File: src/rtl/chunk_serial_adder_pkg.sv
// Shared definitions for the chunk-serial wide adder: default geometry,
// derived widths and the controller state encoding.
package chunk_serial_adder_pkg;

    localparam int DEF_CHUNK  = 10;
    localparam int DEF_NCHUNK = 4;

    typedef enum logic {
        ST_IDLE = 1'b0,
        ST_RUN  = 1'b1
    } state_e;

    // Total operand width for a given slice geometry.
    function automatic int calc_w(input int chunk, input int nchunk);
        return chunk * nchunk;
    endfunction

    // Slice counter width; never narrower than one bit.
    function automatic int cnt_width(input int nchunk);
        return (nchunk <= 2) ? 1 : $clog2(nchunk);
    endfunction

endpackage

File: src/rtl/chunk_serial_adder_if.sv
// Request/result bundle of the chunk-serial adder. The requester drives the
// operands and START; the adder returns BUSY, the DONE pulse and the result.
interface chunk_serial_adder_if #(
    parameter int W = 40
);
    logic         START;
    logic [W:1]   A;
    logic [W:1]   B;
    logic         CIN;
    logic         BUSY;
    logic         DONE;
    logic [W:1]   SUM;
    logic         COUT;

    modport master (
        output START, A, B, CIN,
        input  BUSY, DONE, SUM, COUT
    );

    modport slave (
        input  START, A, B, CIN,
        output BUSY, DONE, SUM, COUT
    );
endinterface

File: src/rtl/RCA_p.sv
// Exact SIZE-bit ripple-carry adder; the only arithmetic element of the
// chunk-serial adder, reused once per slice.
module RCA_p #(
    parameter int SIZE = 4
) (
    input  logic [SIZE:1] A,
    input  logic [SIZE:1] B,
    input  logic          CIN,
    output logic [SIZE:1] SUM,
    output logic          COUT
);

    logic [SIZE:0] carry;

    // Ripple the carry from bit 1 upwards, one full adder per bit.
    always_comb begin
        // NOTE: every combinational output gets a default before the loop so
        // no path leaves it unassigned and no latch is inferred.
        carry    = '0;
        SUM      = '0;
        carry[0] = CIN;
        for (int i = 1; i <= SIZE; i++) begin
            SUM[i]   = A[i] ^ B[i] ^ carry[i-1];
            carry[i] = (A[i] & B[i]) | (carry[i-1] & (A[i] ^ B[i]));
        end
        COUT = carry[SIZE];
    end

endmodule

File: src/rtl/chunk_serial_adder.sv
// Wide adder that reuses one CHUNK-bit ripple stage over NCHUNK cycles,
// least-significant slice first, with the inter-slice carry held in a flop.
module chunk_serial_adder
    import chunk_serial_adder_pkg::*;
#(
    parameter int CHUNK  = DEF_CHUNK,
    parameter int NCHUNK = DEF_NCHUNK
) (
    input  logic                 CLK,
    input  logic                 RST,
    chunk_serial_adder_if.slave  bus
);

    localparam int W  = calc_w(CHUNK, NCHUNK);
    localparam int CW = cnt_width(NCHUNK);
    localparam logic [CW-1:0] LAST_CNT = CW'(NCHUNK - 1);

    // Controller state and output registers.
    state_e        state_q, state_d;
    logic [CW-1:0] cnt_q, cnt_d;
    logic          carry_q, carry_d;
    logic [W:1]    sum_q, sum_d;
    logic          cout_q, cout_d;
    logic          done_q, done_d;

    // Datapath registers.
    logic [W:1]    a_q, a_d;
    logic [W:1]    b_q, b_d;
    logic [W:1]    shadow_q, shadow_d;

    // Shared slice adder.
    logic [CHUNK:1] rca_sum;
    logic           rca_cout;

    RCA_p #(.SIZE(CHUNK)) u_rca (
        .A    (a_q[CHUNK:1]),
        .B    (b_q[CHUNK:1]),
        .CIN  (carry_q),
        .SUM  (rca_sum),
        .COUT (rca_cout)
    );

    // Next-state and datapath update: accept in IDLE, one slice per RUN cycle.
    always_comb begin
        state_d  = state_q;
        cnt_d    = cnt_q;
        carry_d  = carry_q;
        sum_d    = sum_q;
        cout_d   = cout_q;
        done_d   = 1'b0;
        a_d      = a_q;
        b_d      = b_q;
        shadow_d = shadow_q;

        case (state_q)
            ST_IDLE: begin
                if (bus.START) begin
                    a_d     = bus.A;
                    b_d     = bus.B;
                    carry_d = bus.CIN;
                    cnt_d   = '0;
                    state_d = ST_RUN;
                end
            end
            ST_RUN: begin
                // Place this slice's sum at its final position in the result.
                for (int i = 0; i < NCHUNK; i++) begin
                    if (cnt_q == CW'(i)) begin
                        shadow_d[i*CHUNK+1 +: CHUNK] = rca_sum;
                    end
                end
                carry_d = rca_cout;
                a_d     = a_q >> CHUNK;
                b_d     = b_q >> CHUNK;
                cnt_d   = cnt_q + CW'(1);
                if (cnt_q == LAST_CNT) begin
                    sum_d   = shadow_d;
                    cout_d  = rca_cout;
                    done_d  = 1'b1;
                    cnt_d   = '0;
                    state_d = ST_IDLE;
                end
            end
            default: state_d = ST_IDLE;
        endcase
    end

    // Control and output registers with synchronous reset.
    always_ff @(posedge CLK) begin
        // NOTE: sequential state uses non-blocking assignments so every flop
        // samples the pre-edge value regardless of statement order.
        if (RST) begin
            state_q <= ST_IDLE;
            cnt_q   <= '0;
            carry_q <= 1'b0;
            sum_q   <= '0;
            cout_q  <= 1'b0;
            done_q  <= 1'b0;
        end else begin
            state_q <= state_d;
            cnt_q   <= cnt_d;
            carry_q <= carry_d;
            sum_q   <= sum_d;
            cout_q  <= cout_d;
            done_q  <= done_d;
        end
    end

    // Operand and shadow registers; always loaded before being consumed.
    always_ff @(posedge CLK) begin
        // NOTE: these wide datapath registers are deliberately not reset; they
        // are fully written on acceptance or slice-by-slice before any use.
        a_q      <= a_d;
        b_q      <= b_d;
        shadow_q <= shadow_d;
    end

    assign bus.BUSY = (state_q == ST_RUN);
    assign bus.DONE = done_q;
    assign bus.SUM  = sum_q;
    assign bus.COUT = cout_q;

endmodule

File: src/flat_wrapper.sv
// flat-port wrapper written by rule: the top's interface ports become plain ports
module chunk_serial_adder_flat import chunk_serial_adder_pkg::*;
#(
    parameter int CHUNK  = DEF_CHUNK,
    parameter int NCHUNK = DEF_NCHUNK
)
  (CLK, RST, bus_START, bus_A, bus_B, bus_CIN, bus_BUSY, bus_DONE, bus_SUM, bus_COUT);
  chunk_serial_adder_if #(.W(40)) bus_i ();
  input  logic CLK;
  input  logic RST;
  input wire logic [$bits(bus_i.START)-1:0] bus_START;
  input wire logic [$bits(bus_i.A)-1:0] bus_A;
  input wire logic [$bits(bus_i.B)-1:0] bus_B;
  input wire logic [$bits(bus_i.CIN)-1:0] bus_CIN;
  output wire logic [$bits(bus_i.BUSY)-1:0] bus_BUSY;
  output wire logic [$bits(bus_i.DONE)-1:0] bus_DONE;
  output wire logic [$bits(bus_i.SUM)-1:0] bus_SUM;
  output wire logic [$bits(bus_i.COUT)-1:0] bus_COUT;
  assign bus_i.START = bus_START;
  assign bus_i.A = bus_A;
  assign bus_i.B = bus_B;
  assign bus_i.CIN = bus_CIN;
  assign bus_BUSY = bus_i.BUSY;
  assign bus_DONE = bus_i.DONE;
  assign bus_SUM = bus_i.SUM;
  assign bus_COUT = bus_i.COUT;
  chunk_serial_adder #(.CHUNK(CHUNK), .NCHUNK(NCHUNK)) u_core (.CLK(CLK), .RST(RST), .bus(bus_i));
endmodule
File: config.mk
export PLATFORM = sky130hd
export DESIGN_NAME = chunk_serial_adder_flat
export DESIGN_NICKNAME = d
export VERILOG_FILES = /design/src/rtl/chunk_serial_adder_pkg.sv /design/src/rtl/chunk_serial_adder_if.sv /design/src/rtl/RCA_p.sv /design/src/rtl/chunk_serial_adder.sv /design/src/flat_wrapper.sv
export SDC_FILE = /design/constraint.sdc
export NUM_CORES = 1
export LEC_CHECK = 0
export CORE_MARGIN = 2
export CORE_UTILIZATION = 45
export DETAILED_ROUTE_END_ITERATION = 8
export PLACE_DENSITY = 0.71
export SETUP_SLACK_MARGIN = 0.1
export SYNTH_ARGS = -nofsm -noshare
export SYNTH_HDL_FRONTEND = slang
export SYNTH_SLANG_ARGS = --single-unit
File: constraint.sdc
create_clock -name CLK -period 7.57 [get_ports CLK]
set_clock_uncertainty 0.1 [all_clocks]
set_input_delay 1.514 -clock CLK [delete_from_list [all_inputs] [get_ports CLK]]
set_output_delay 1.514 -clock CLK [all_outputs]
set_load 0.01 [all_outputs]
run_1/layer_met1.png
Supply wires on this layer in gray.
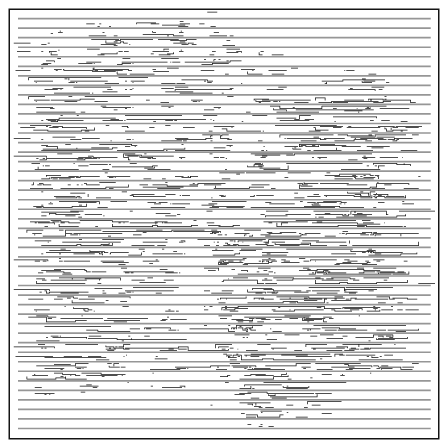
532 nets have wire on it. The longest straight run is 26.2 µm.

run_1/layer_met2.png
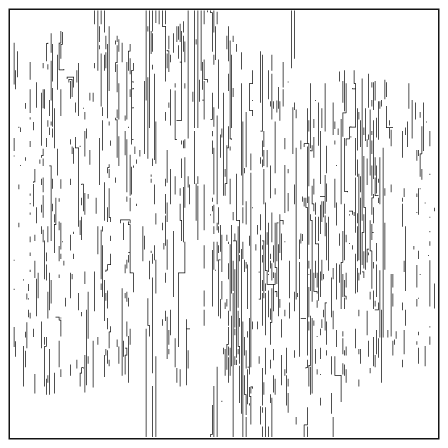
The longest straight run is 55.4 µm. The layer holds 46% of the routed length. The layer carries 5540 µm of wire.

==> changes_impl.md, run 1 <==
### Physical design

* CP max stage cell: fa_1
* Fin util at between 60 and 70%
* Syn Std Cell Area at 0.00628 mm²
* R2R setup slack at 2.65 ns
* RSZ-0062 raised after global routing: no
* Worst setup path end: u_core.bus.SUM[20]
* Area leader share at 52.6%
* Final GP Congestion at 0.759
* CTS Hold Bufs at 0
* CP required at between 7 and 8 ns
* PwrDens at 262 mW/mm²
* Mux share at between 10% and 20%
* Vias per cell at between 5 and 6
* WP buf/inv at 5
* Largest net degree at the start of global routing at 81
* Status: finished, final reports clean
* Crit path kind: reg -> reg
* Cell area after layout at slightly above 0.008 mm²
* PortBufs at 126
* Worst Path Arrival at 5.19 ns
* Asr flop ratio synth at 0%
* Worst reg2reg path endpoint: u_core.bus.SUM[20]
* Met1 global-route usage at 21.4%
* Pint at 1.68 mW
* Yosys stat chip area at between 0.006 and 0.007 mm²
* Startpoint types: flip-flop
* Period utilization at 65.0%
* Total congestion overflow at 0
* Post-synth top flop: edfxtp_1
* Crit path depth at 17
* Gr usage total at 17.1%
* Root buf cell: clkbuf_16
* Clock buffer depth at 2
* CTS clk-pin slew, worst paths at 0.06 ns
* Gate Count Post-Synth at 389
* Log Warnings at 29
* Total die size at 0.0149 mm²
* CTS buffer count at 17
* Max_slew headroom at 35.2%
* GRT met2 Usage at 25.9%
* Nets at 614
* DP HPWL at 8110 µm
* H-tree level count at 4
* First-pass DRT Iterations at 4
* Area fraction in compound gates at 5.88%
* Post-CTS setup buffers at 0
* FP Core Util at between 40% and 50%
* Final setup TNS at 0 ns
* Most instantiated logic cells after routing: clkdlybuf4s50_1, edfxtp_1, mux2_2
* Final-layout fill cell count at roughly 1100
* Largest area contributor in the netlist: edfxtp_1
* Comb area leader: multiplexers
* Hold slack at 0.360 ns
* Reg-to-reg startpoint: u_core.b_q[1]
* DRC Markers at 0
* Most instantiated library cell after synthesis: edfxtp_1
* Clk sinks at 156
* Final setup vio count at 0
* # resized after CTS at 0
* Simple share at 2.95%
* Placed Cells incl. Taps at between 600 and 700
* Sequential area share after synthesis at 67.3%
* Die W at around 120 µm
* Std cell rows at 43
* Switching Fraction at about 23%
* First-pass GRT wire length at between 15000 and 20000 µm
* Crit. Startpoint: u_core.b_q[1]
* Final hold violations at 0
* Worst-path maximum fanout at 4
* Io pins at 127
* Slew Viols, Final at 0
* Core area at 0.0138 mm²
* Met2 routed wirelength at 5540 µm
* Clk latency late pin at roughly 0.42 ns
* Post-synth EDFFs at 110
* Slew @ Worst Pin at about 0.97 ns
run_1/layer_met3.png
Bar = 20 µm.
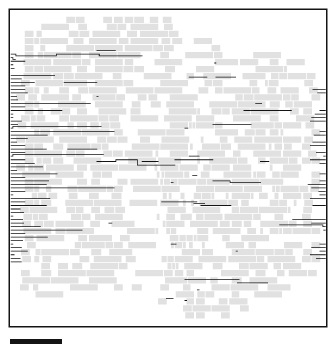
101 nets have wire on it. The layer holds 8.0% of the routed length.
DRT Wirelength: 12100 µm
Via Count: 3566

run 1: final cells by class:
type | instances | area (µm²) | share of cell area, %
inverter | 29 | 115 | 1.39
timing repair buffer | 129 | 1280 | 15.5
clock inverter | 15 | 210 | 2.53
multi-input combinational | 183 | 1810 | 21.8
clock buffer | 17 | 425 | 5.13
sequential | 156 | 4230 | 50.9
tap | 180 | 225 | 2.71
run 1: power by group through the flow:
stage	clock network, mW	registers, mW	logic [mW]
finish	0.911	1.02	0.238
global route	0.962	1.03	0.261
CTS	0.928	1.02	0.242
detailed placement	0	1.04	0.239
global placement	0	1.04	0.233
floorplan	0	1.03	0.143
run 1: tightest hold or removal path: stages, from the launching register on:
cell and delay, ns:
dfxtp_1 0.31, nand2_1 0.05, o21ai_1 0.05
run_1/clocks.png
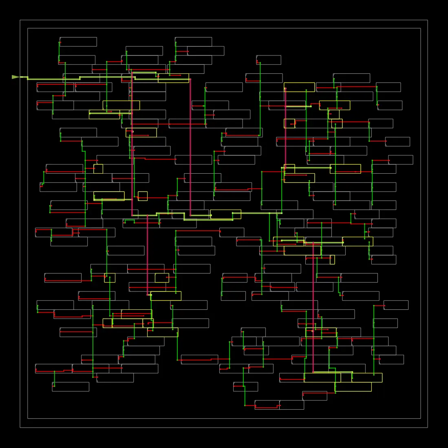

## Run 2: what changed since run 1
--- a/config.mk
+++ b/config.mk
@@ -8,7 +8,7 @@
 export CORE_MARGIN = 2
 export CORE_UTILIZATION = 45
 export DETAILED_ROUTE_END_ITERATION = 8
-export PLACE_DENSITY = 0.71
+export PLACE_DENSITY = 0.74
 export SETUP_SLACK_MARGIN = 0.1
 export SYNTH_ARGS = -nofsm -noshare
 export SYNTH_HDL_FRONTEND = slang
==> constraint.sdc (replaced) <==
create_clock -name CLK -period 4.2 [get_ports CLK]
set_clock_uncertainty 0.1 [all_clocks]
set_input_delay 0.84 -clock CLK [delete_from_list [all_inputs] [get_ports CLK]]
set_output_delay 0.84 -clock CLK [all_outputs]
set_load 0.01 [all_outputs]
run_2/clocks.png
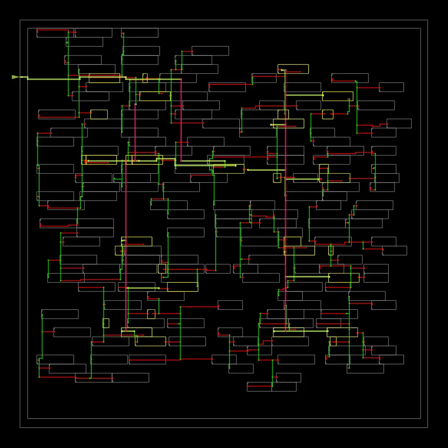
clk pwr: 1.37 mW
CTS buffer count: 17
number of clock-tree buffers in the layout: 22
clk sinks: 156
flip-flops: 156

run_2/layer_met1.png
Supply wires on this layer in gray.
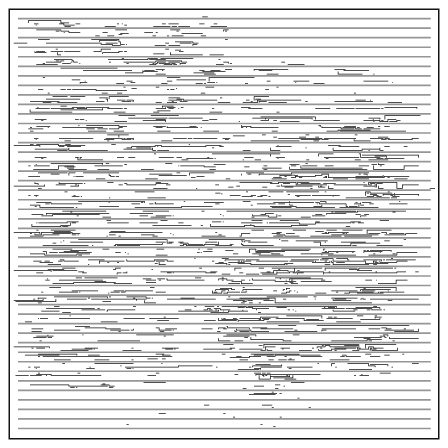
The longest straight run is 36.8 µm. The layer holds 41% of the routed length. 528 nets have wire on it.
met1 global-route usage: 20.9%
DRT Wirelength: 12200 µm
Via Count: 3552

==> run 2 against run 1 <==
Effect of this change:
- sequential share of layout area rose by 0.39 points
- critical path depth stayed put
- first-iteration DRC count down 24%
- core utilization fell by 0.45 points
- final cell count rose by 0.14%
- the flow now finishes with violations (setup timing)
- register-to-register slack worse by 2.8 ns
- combinational power increased by about 90%
==> changes_impl.md, run 2 <==
### Physical design

* Cell area after layout at 0.00824 mm² (-0.75%)
* Layout non-clock buf frac at 15.7% (+0.21 points)
* Fin util at 59.8% (-0.45 points)
* Sequential area share after synthesis at 67.3% (unchanged)
* Clock buffer depth at 2 (unchanged)
* Switching Fraction at 22.9% (+0.26 points)
* Failing checks: setup timing
* FP Core Util at 45.6% (unchanged)
* # resized after CTS at 4 (+4)
* CP required at 4.46 ns (-3.37 ns)
* Register area at 0.00423 mm² (unchanged)
* Post-synth top flop: edfxtp_1
* Final-layout fill cell count at 1088 (-1.1%)
* Pint at 2.82 mW (+68%)
* Gr usage total at 17.4% (+0.34 points)
* Pwr top: sequential cells
* Post-synth EDFFs at 110 (unchanged)
* Seq pwr at 1.84 mW (+80%)
* PwrDens at 445 mW/mm² (+70%)
* Startpoint types: flip-flop
* Comb/total area at 22.4% (+0.61 points)
* Comb. cell area at 0.00185 mm² (+2.0%)
* Inverters at 29 (unchanged)
* Std cell rows at 43 (unchanged)
* Worst reg2reg path endpoint: u_core.bus.SUM[30]
* Largest net degree at the start of global routing at 88 (+8.6%)
* Worst setup path end: u_core.bus.SUM[30]
* Most instantiated logic cells after routing: clkdlybuf4s50_1, edfxtp_1, mux2_2
* Seq area share at 51.3% (+0.39 points)
* Count of plain and timing-repair buffers at 130 (+0.78%)
* Total congestion overflow at 0 (unchanged)
* Final GP Congestion at 0.756 (-0.41%)
* Largest area contributor in the netlist: edfxtp_1
* Worst-path maximum fanout at 4 (unchanged)
* Final setup vio count at 6 (+6)
* Die W at 122 µm (unchanged)
* Asr flop ratio synth at 0% (unchanged)
* Io pins at 127 (unchanged)
* WP buf/inv at 5 (unchanged)
* Hold slack at 0.364 ns (+0.00437 ns)
* Post-route setup slack at -0.112 ns
* First-pass GRT wire length at 19300 µm (+3.0%)
* DP HPWL at 8360 µm (+3.1%)
* Period utilization at 103% (+38 points)
* DRC Markers at 0 (unchanged)
* CTS Hold Bufs at 0 (unchanged)
* Final setup TNS at -0.425 ns (-0.425 ns)
* Combinational gate power at 452 µW (+90%)
* Slew Viols, Final at 0 (unchanged)
* Syn Std Cell Area at 0.00628 mm² (unchanged)
* Yosys stat chip area at 0.00628 mm² (unchanged)
* RSZ-0062 raised after global routing: yes
* Largest cell class: sequential cells
* Clk latency late pin at 0.42 ns (about the same)
* Number of logic gates at 183 (unchanged)
* Final clock-cell share at 6.42% (-1.2 points)
* Post-CTS setup buffers at 0 (unchanged)
* PortBufs at 126 (unchanged)
* Most instantiated library cell after synthesis: edfxtp_1
* Status: complete, but fails checks
==> run 2: cell families (layout without fill, tap and decap cells) <==
kind of cell | count (synthesis) | after routing | synth area share [%]
buffers and inverters | 50 | 191 | 3.88
adders and majority gates | 14 | 14 | 3.98
AOI/OAI and AO/OA | 45 | 45 | 5.88
muxes | 91 | 91 | 16.1
DFF | 156 | 156 | 67.3
and+or+nand+nor | 33 | 33 | 2.95
==> run 2: layer usage <==
metal  wire [µm]  global-route usage [%]  vias up  share of wire, %
met5           0                       0        -                 0
met2        5800                    28.0      142                48
met1        5020                    20.9     1698                41
met3        1040                    6.88       24               8.5
met4         304                    7.47        0               2.5
li1            -                       -     1688                 -
run_2/layer_met2.png
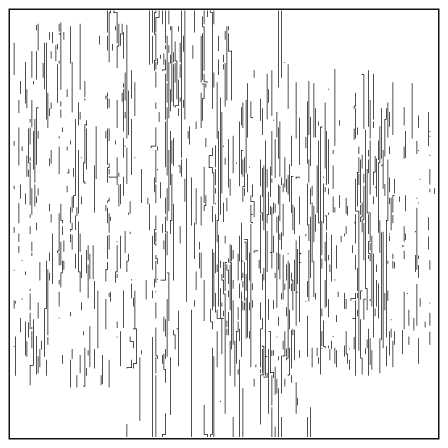

## Run 3: what changed since run 2
--- a/config.mk
+++ b/config.mk
@@ -8,7 +8,8 @@
 export CORE_MARGIN = 2
 export CORE_UTILIZATION = 45
 export DETAILED_ROUTE_END_ITERATION = 8
-export PLACE_DENSITY = 0.74
+export GPL_ROUTABILITY_DRIVEN = 0
+export PLACE_DENSITY = 0.76
 export SETUP_SLACK_MARGIN = 0.1
 export SYNTH_ARGS = -nofsm -noshare
 export SYNTH_HDL_FRONTEND = slang
run_3/layer_met2.png
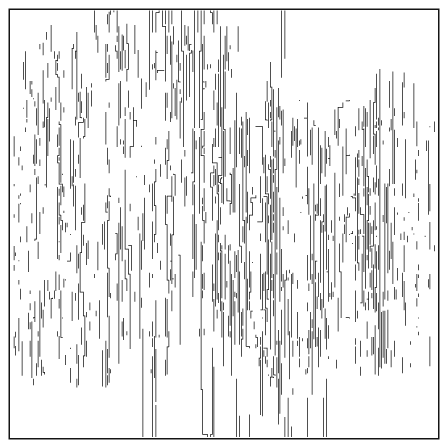
The layer carries 6040 µm of wire. The longest straight run is 85.0 µm.

==> run 3 against run 2 <==
Effect of this change:
- the run still ends with setup timing left
- via count increased by 0.14%
- die area unchanged
- clock-buffer cell count increased by 5
- combinational power increased by 1%
- fmax decreased by 1.3%
- synthesized cell count unchanged
- synthesized area unchanged
- final cell count increased by 0.14%
- core utilization increased by 0.55 points
- critical endpoint is now u_core.bus.SUM[10]
==> changes_impl.md, run 3 <==
### Physical design

* Status: complete, but fails checks
* Failing checks: setup timing
* Final Critical Period at 4.37 ns
* Yosys stat chip area at 0.00628 mm² (unchanged)
* HP Class: reg -> reg
* Met3 Track Usage GR at 7.49% (+0.61 points)
* Crit end category: flip-flop
* Worst setup path end: u_core.bus.SUM[10]
* Final Instance Count excl. Fillers at around 700
* Yosys cell count at just under 400
* Via Count at 3557 (+0.14%)
* Post-synth top flop: edfxtp_1
* CP max stage cell: fa_2
* Die W at 122 µm (unchanged)
* Io pins at 127 (unchanged)
* PortBufs at 126 (unchanged)
* DP HPWL at 8280 µm (-1.0%)
* Cell area after layout at 0.00831 mm² (+0.93%)
* Max-cap violations at 0
* Syn Std Cell Area at 0.00628 mm² (unchanged)
* Worst reg2reg path endpoint: u_core.bus.SUM[10]
* Most instantiated logic cells after routing: clkdlybuf4s50_1, edfxtp_1, mux2_2
* CTS buffer count at 17 (unchanged)
* Uppermost layer routed: met4
* RSZ-0062 raised after global routing: yes
* Max VDD drop at 0.000335 V
* PwrDens at 456 mW/mm² (+2.5%)
* Clk pwr at 1.48 mW (+8%)
* Worst-path maximum fanout at 4 (unchanged)
* GRT met2 Usage at 27.5% (-0.49 points)
* Met2 routed wirelength at 6040 µm (+4.1%)
* WP buf/inv at 5 (unchanged)
* Post-Route M1 WL at 5140 µm (+2.4%)
* Worst Path Arrival at 4.63 ns
* Placed Cells incl. Taps at about 680
* Sequential area share after synthesis at 67.3% (unchanged)
* Post-route setup slack at -0.169 ns (-0.0574 ns)
* Met1 global-route usage at 22.6% (+1.7 points)
* FP Core Util at 45.6% (unchanged)
* DRC Markers at 0 (unchanged)
* Std cell rows at 43 (unchanged)
* Startpoint types: flip-flop
* Seq pwr at 1.85 mW (about the same)
* Switching Fraction at 21.8% (-1.0 points)
* Largest net degree at the start of global routing at 68 (-23%)
* Post-synth EDFFs at 110 (unchanged)
* Largest area contributor in the netlist: edfxtp_1
* First-pass GRT wire length at 19500 µm (+1.1%)
* Met3 WL at 1010 µm (-2.7%)
* Combinational gate power at 457 µW (+1%)
* Syn Nets at approximately 490
* Total congestion overflow at 0 (unchanged)
* Most instantiated library cell after synthesis: edfxtp_1
* Commonest cells post-synth: edfxtp_1, mux2_2, dfxtp_1
* Final setup vio count at 7 (+1)
* Clk sinks at 156 (unchanged)
* Syn avg cell area at between 15 and 20 µm²
* Fin util at 60.4% (+0.55 points)
* Final setup TNS at -0.676 ns (-0.251 ns)
* Main area contributors: edfxtp_1, dfxtp_1, mux2_2, a22o_1, fa_1
* Pwr top: sequential cells
* CTS Hold Bufs at 0 (unchanged)
* Root buf cell: clkbuf_16
* First-pass DRT Iterations at 5
* Slew Viols, Final at 0 (unchanged)
* Clk latency late pin at 0.42 ns (about the same)
* Gr usage total at 17.9% (+0.46 points)
* CP required at 4.46 ns (about the same)
* Gr busiest metal: met2
* Area leader share at between 50 and 60%
* Synthesis Warnings at 0
* Pint at 2.96 mW (+4.9%)
* Clock buffer depth at 2 (unchanged)
* Hold slack at 0.355 ns (-0.00903 ns)
* Asr flop ratio synth at 0% (unchanged)
* DRT Wirelength at 12300 µm (+1.3%)
* Period utilization at 104% (+1.4 points)
run_3/layer_met1.png
Supply wires on this layer in gray.
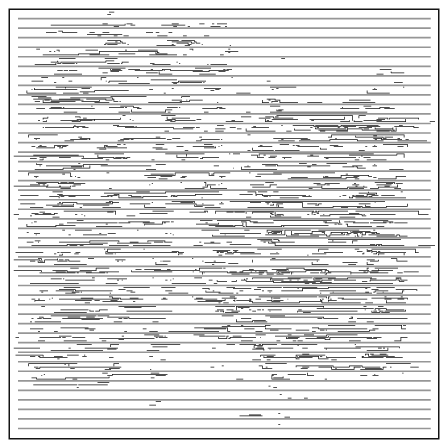
538 nets have wire on it. The longest straight run is 44.2 µm. The wires run mostly horizontal.

[run 3: cell types whose count changed in the layout (fill, tap and decap cells not counted), sizes merged]
cell,previous run,this run
inv,32,28
clkbuf,22,27
clkinvlp,1,0
buf,4,5
[run 3: cell type report]
class,instances,area (µm²)
Fill cell,1045,5460
Sequential cell,156,4230
Multi-Input combinational cell,183,1860
Timing Repair Buffer,131,1300
Clock buffer,27,566
Tap cell,180,225
Inverter,29,115
Clock inverter,5,25.0
[run 3: repair_timing]
action,CTS,global route
setup buffers,0,1
gates resized,6,2
setup endpoints to repair,10,13
pin swaps,2,4
[run 3: cells by family after synthesis]
family / synth area share [%]
muxes: 16.1
AOI/OAI and AO/OA: 5.88
DFF: 67.3
buffers and inverters: 3.88
and+or+nand+nor: 2.95
adders and majority gates: 3.98
No activity file was given, so power comes from the tool's default toggle rates.
